$ cat src/rtl/pwr_seq_pkg.sv
// rtl/pwr_seq_pkg.sv - shared state codes, delay defaults and helpers for the rail sequencer
package pwr_seq_pkg;

    localparam int MAX_RAILS  = 8;
    localparam int RAIL_IDX_W = 3;

    localparam int DEF_STBY_DLY_MS   = 5000;
    localparam int DEF_PG_TIMEOUT_MS = 100;
    localparam int DEF_ON_DWELL_MS   = 10;
    localparam int DEF_OFF_DLY_MS    = 10;

    typedef enum logic [3:0] {
        ST_IDLE    = 4'd0,
        ST_STBY    = 4'd1,
        ST_OFF     = 4'd2,
        ST_RAMP_UP = 4'd3,
        ST_DWELL   = 4'd4,
        ST_ON      = 4'd5,
        ST_RAMP_DN = 4'd6,
        ST_LEAK    = 4'd7,
        ST_FAULT   = 4'd8
    } seq_state_e;

    // Lowest set bit wins so the logger reports the earliest rail in the chain.
    function automatic logic [RAIL_IDX_W-1:0] lowest_set(input logic [MAX_RAILS-1:0] v);
        lowest_set = '0;
        for (int i = MAX_RAILS - 1; i >= 0; i--) begin
            if (v[i]) lowest_set = RAIL_IDX_W'(i);
        end
    endfunction

endpackage

$ cat src/rtl/seq_dly_cnt.sv
// rtl/seq_dly_cnt.sv - 1 ms tick counter with clear and compare-equal expiry
module seq_dly_cnt
#(
    parameter int DLY_W = 16
)(
    input  logic             iClk,
    input  logic             iRst_n,
    input  logic             clr_i,
    input  logic             tick_i,
    input  logic [DLY_W-1:0] cmp_i,
    output logic             expired_o
);

    logic [DLY_W-1:0] cnt_q, cnt_d;

    // Saturates so a long wait in an untimed state never wraps into a false match.
    always_comb begin
        cnt_d = cnt_q;
        if (clr_i) begin
            cnt_d = '0;
        end else if (tick_i && (cnt_q != '1)) begin
            cnt_d = cnt_q + DLY_W'(1);
        end
    end

    always_ff @(posedge iClk or negedge iRst_n) begin
        if (!iRst_n) begin
            cnt_q <= '0;
        end else begin
            cnt_q <= cnt_d;
        end
    end

    assign expired_o = (cnt_q == cmp_i);

endmodule

$ cat src/rtl/pwr_seq_multi_rail.sv
// rtl/pwr_seq_multi_rail.sv - ordered multi-rail power sequencer with timeout, leak and fault handling
module pwr_seq_multi_rail
    import pwr_seq_pkg::*;
#(
    parameter int NUM_RAILS     = 4,
    parameter int DLY_W         = 16,
    parameter int STBY_DLY_MS   = DEF_STBY_DLY_MS,
    parameter int PG_TIMEOUT_MS = DEF_PG_TIMEOUT_MS,
    parameter int ON_DWELL_MS   = DEF_ON_DWELL_MS,
    parameter int OFF_DLY_MS    = DEF_OFF_DLY_MS
)(
    input  logic                  iClk,
    input  logic                  iRst_n,
    input  logic                  iTick_1ms,
    input  logic                  iAux_PG,
    input  logic                  iPwr_Req,
    input  logic                  iLeak_N,
    input  logic                  iFault_N,
    input  logic                  iLatch_Clear,
    input  logic [NUM_RAILS-1:0]  iRail_PG,
    output logic [NUM_RAILS-1:0]  oRail_EN,
    output logic                  oPwr_Ok,
    output logic                  oFault,
    output logic [2:0]            oFault_Rail,
    output logic [3:0]            oState
);

    localparam logic [RAIL_IDX_W-1:0] LAST_IDX = RAIL_IDX_W'(NUM_RAILS - 1);

    seq_state_e               state_q, state_d;
    logic [RAIL_IDX_W-1:0]    idx_q, idx_d;
    logic [NUM_RAILS-1:0]     en_q, en_d;
    logic                     fault_q, fault_d;
    logic [RAIL_IDX_W-1:0]    fault_rail_q, fault_rail_d;
    logic                     leak_cause_q, leak_cause_d;
    logic                     pwr_ok_q, pwr_ok_d;

    logic [NUM_RAILS-1:0]     cur_mask, nxt_mask, prv_mask, pg_lost;
    logic [DLY_W-1:0]         tmr_cmp;
    logic                     tmr_clr, tmr_exp;

    assign cur_mask = NUM_RAILS'(1) << idx_q;
    assign nxt_mask = NUM_RAILS'(1) << (idx_q + RAIL_IDX_W'(1));
    assign prv_mask = NUM_RAILS'(1) << (idx_q - RAIL_IDX_W'(1));

    // The rail currently ramping has no PG yet, so it is excluded from loss detection.
    assign pg_lost = en_q & ~iRail_PG & ((state_q == ST_RAMP_UP) ? ~cur_mask : '1);

    always_comb begin
        tmr_cmp = '1;
        case (state_q)
            ST_STBY:    tmr_cmp = DLY_W'(STBY_DLY_MS);
            ST_RAMP_UP: tmr_cmp = DLY_W'(PG_TIMEOUT_MS);
            ST_DWELL:   tmr_cmp = DLY_W'(ON_DWELL_MS);
            ST_RAMP_DN: tmr_cmp = DLY_W'(OFF_DLY_MS);
            default:    tmr_cmp = '1;
        endcase
    end

    always_comb begin
        state_d      = state_q;
        idx_d        = idx_q;
        en_d         = en_q;
        fault_d      = fault_q;
        fault_rail_d = fault_rail_q;
        leak_cause_d = leak_cause_q;

        if (!iAux_PG) begin
            state_d = ST_IDLE;
            idx_d   = '0;
            en_d    = '0;
        end else begin
            case (state_q)
                ST_IDLE: begin
                    en_d    = '0;
                    state_d = ST_STBY;
                end
                ST_STBY: begin
                    if (tmr_exp) state_d = ST_OFF;
                end
                ST_OFF: begin
                    en_d = '0;
                    if (iPwr_Req && iLeak_N && iFault_N) begin
                        state_d = ST_RAMP_UP;
                        idx_d   = '0;
                        en_d    = NUM_RAILS'(1);
                    end
                end
                ST_RAMP_UP, ST_DWELL, ST_ON: begin
                    if (!iFault_N || (|pg_lost)) begin
                        state_d = ST_FAULT;
                        en_d    = '0;
                        fault_d = 1'b1;
                        if (|pg_lost) fault_rail_d = lowest_set(MAX_RAILS'(pg_lost));
                    end else if (!iLeak_N || !iPwr_Req) begin
                        state_d      = ST_RAMP_DN;
                        en_d         = en_q & ~cur_mask;
                        leak_cause_d = !iLeak_N;
                    end else if (state_q == ST_RAMP_UP) begin
                        if (|(iRail_PG & cur_mask)) begin
                            state_d = ST_DWELL;
                        end else if (tmr_exp) begin
                            state_d      = ST_FAULT;
                            en_d         = '0;
                            fault_d      = 1'b1;
                            fault_rail_d = idx_q;
                        end
                    end else if ((state_q == ST_DWELL) && tmr_exp) begin
                        if (idx_q == LAST_IDX) begin
                            state_d = ST_ON;
                        end else begin
                            state_d = ST_RAMP_UP;
                            idx_d   = idx_q + RAIL_IDX_W'(1);
                            en_d    = en_q | nxt_mask;
                        end
                    end
                end
                ST_RAMP_DN: begin
                    if (tmr_exp) begin
                        if (idx_q == '0) begin
                            state_d = leak_cause_q ? ST_LEAK : ST_OFF;
                        end else begin
                            idx_d = idx_q - RAIL_IDX_W'(1);
                            en_d  = en_q & ~prv_mask;
                        end
                    end
                end
                ST_LEAK: begin
                    en_d = '0;
                    if (iLeak_N) state_d = ST_OFF;
                end
                ST_FAULT: begin
                    en_d = '0;
                    if (iLatch_Clear && iFault_N && iLeak_N) begin
                        state_d = ST_OFF;
                        fault_d = 1'b0;
                    end
                end
                default: begin
                    state_d = ST_IDLE;
                    idx_d   = '0;
                    en_d    = '0;
                end
            endcase
        end
    end

    assign tmr_clr  = (state_d != state_q) || (idx_d != idx_q);
    assign pwr_ok_d = (state_q == ST_ON) && (state_d == ST_ON);

    seq_dly_cnt #(
        .DLY_W (DLY_W)
    ) u_dly (
        .iClk      (iClk),
        .iRst_n    (iRst_n),
        .clr_i     (tmr_clr),
        .tick_i    (iTick_1ms),
        .cmp_i     (tmr_cmp),
        .expired_o (tmr_exp)
    );

    always_ff @(posedge iClk or negedge iRst_n) begin
        if (!iRst_n) begin
            state_q      <= ST_IDLE;
            idx_q        <= '0;
            en_q         <= '0;
            fault_q      <= 1'b0;
            fault_rail_q <= '0;
            leak_cause_q <= 1'b0;
            pwr_ok_q     <= 1'b0;
        end else begin
            state_q      <= state_d;
            idx_q        <= idx_d;
            en_q         <= en_d;
            fault_q      <= fault_d;
            fault_rail_q <= fault_rail_d;
            leak_cause_q <= leak_cause_d;
            pwr_ok_q     <= pwr_ok_d;
        end
    end

    assign oRail_EN    = en_q;
    assign oPwr_Ok     = pwr_ok_q;
    assign oFault      = fault_q;
    assign oFault_Rail = fault_rail_q;
    assign oState      = state_q;

endmodule
$ cat config.mk
export PLATFORM = sky130hd
export DESIGN_NAME = pwr_seq_multi_rail
export DESIGN_NICKNAME = d
export VERILOG_FILES = /design/src/rtl/pwr_seq_pkg.sv /design/src/rtl/seq_dly_cnt.sv /design/src/rtl/pwr_seq_multi_rail.sv
export SDC_FILE = /design/constraint.sdc
export NUM_CORES = 1
export LEC_CHECK = 0
export CAP_MARGIN = 20
export CORE_ASPECT_RATIO = 1.25
export CORE_UTILIZATION = 40
export CTS_CLUSTER_SIZE = 24
export DETAILED_ROUTE_END_ITERATION = 16
export GPL_TIMING_DRIVEN = 1
export PLACE_DENSITY = 0.73
export RECOVER_POWER = 100
export SLEW_MARGIN = 20
export SYNTH_ARGS = -nofsm -noshare
export SYNTH_HDL_FRONTEND = slang
export SYNTH_SLANG_ARGS = --single-unit
$ cat constraint.sdc
create_clock -name iClk -period 3.3 [get_ports iClk]
set_input_delay 0.33 -clock iClk [delete_from_list [all_inputs] [get_ports iClk]]
set_output_delay 0.33 -clock iClk [all_outputs]
set_load 0.02 [all_outputs]
Fig. 1: PDN straps and rails
Scale bar: 20 microns. Pins as bars on the die edge.
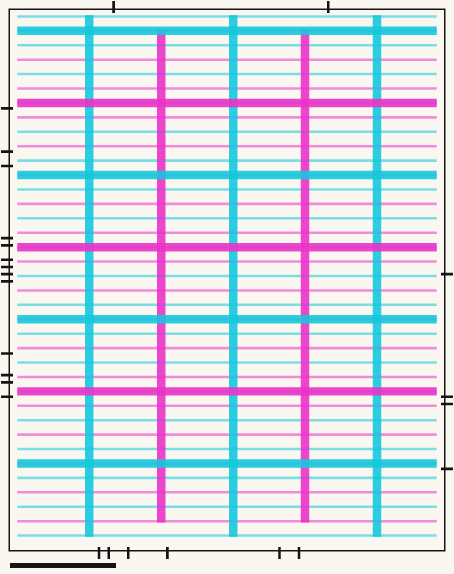
- VDD: magenta
- VSS: cyan
- signal pins: 25
- met4 straps: 5

Fig. 2: signal wires on met2
Scale bar: 20 microns.
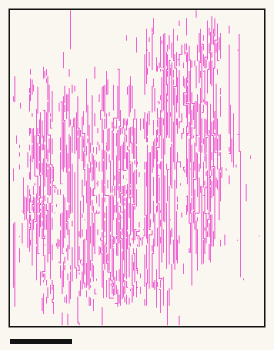
- main direction: vertical
- wire length on this layer: 5250 microns
- longest straight run: 41.3 microns
met2 Resource Use GR: 44.8%
final wirelength: 10700 microns
via count: 3474

Fig. 3: met3 routing
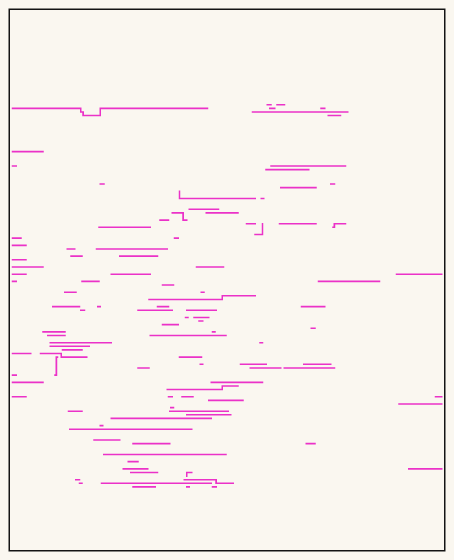
- share of all routed wire: 5.5%
- longest straight run: 23.0 microns

==> flow_summary.ini <==
; generated from flow reports
[drt]
highest_layer = met4
met1_length_microns = 4270
firstDrtPassIters = 5
drt_iter0_drc = 234

[yosys]
edf_count = 0
ys_types = 81
simple_gate_share_pct = 33.9
ys_top_cells_by_count = nor2_1 (56), nand3_1 (34), dfrtp_1 (33)
synth.top_cell.area_share_pct = 25.9
synthMuxAreaShare_pct = 2.39
avgSynthCellArea_sq_um = 7.76

[pwr]
power_frac_comb_pct = 16.8
p_leak_nw = 1.57
top_power_group = sequential cells
irDropWorstVdd_mv = 0.141
powerSeq_mw = 0.421
p_sw_mw = 0.279
clkPwrFrac_pct = 36.0
p_int_mw = 0.614

[sta]
maxSlewViolCount = 34
maxSlewHeadroom_pct = -26.4
finalCritPeriodShare_pct = 97.7

[place]
placed_cells = 540
routabilityCongestion = 0.967

[cells_and_area]
syn2layout_area_growth_pct = 19.8
final_cell_mix = nor2_1 (56), nand3_1 (34), buf_4 (32), dfrtp_1 (31), nand2_1 (30)
drive_gt1_share_pct = 15.4
final_util_pct = 49.4
n_fill_cell = 786

[setup_path]
slowest_stage = or4b_4
worstSetupStartpointType = flip-flop

[outcome]
status = finished with violations
failed_checks = max-capacitance violations, max-slew violations

[floorplan]
die_x_microns = 81.9
fp_util_pct = 41.2
chipHeight_microns = 102
core_sq_um = 7750

[hold_path]
hold_start = oFault
min_path_cells = 2
min_to = oFault

[clock_tree]
numCtsBuffers = 5
holdBufCountCts = 0
path_clk_slew_ns = 0.09

[global_route]
gr-total-overflow = 0
track_usage_pct = 26.6
grt_max_degree = 34
grt_pass1_vias = 3327
antenna_found_initial = 0

[flow_run]
cap_violations = 1
-- cell type report --
type | instances | area, sq um | area share [%]
inverters | 13 | 48.8 | 1.28
multi-input cells | 339 | 2240 | 58.6
clock buffers | 5 | 68.8 | 1.80
repair buffers | 61 | 500 | 13.1
clock inverters | 3 | 17.5 | 0.458
flip-flops and latches | 33 | 828 | 21.7
well taps | 95 | 119 | 3.11
-- state kept, by name, summed over array words and instances (netlist names) --
| register | flops |
|---|---|
| u_dly.cnt_q | 16 |
| oRail_EN | 4 |
| oState | 4 |
| idx_q | 3 |
| oFault_Rail | 3 |
| leak_cause_q | 1 |
| oFault | 1 |
| oPwr_Ok | 1 |
-- metal layers --
metal	vias up	track usage (%)
met3	47	3.30
met4	0	14.3
met5	-	0
li1	1600	-
met2	164	44.8
met1	1663	32.7
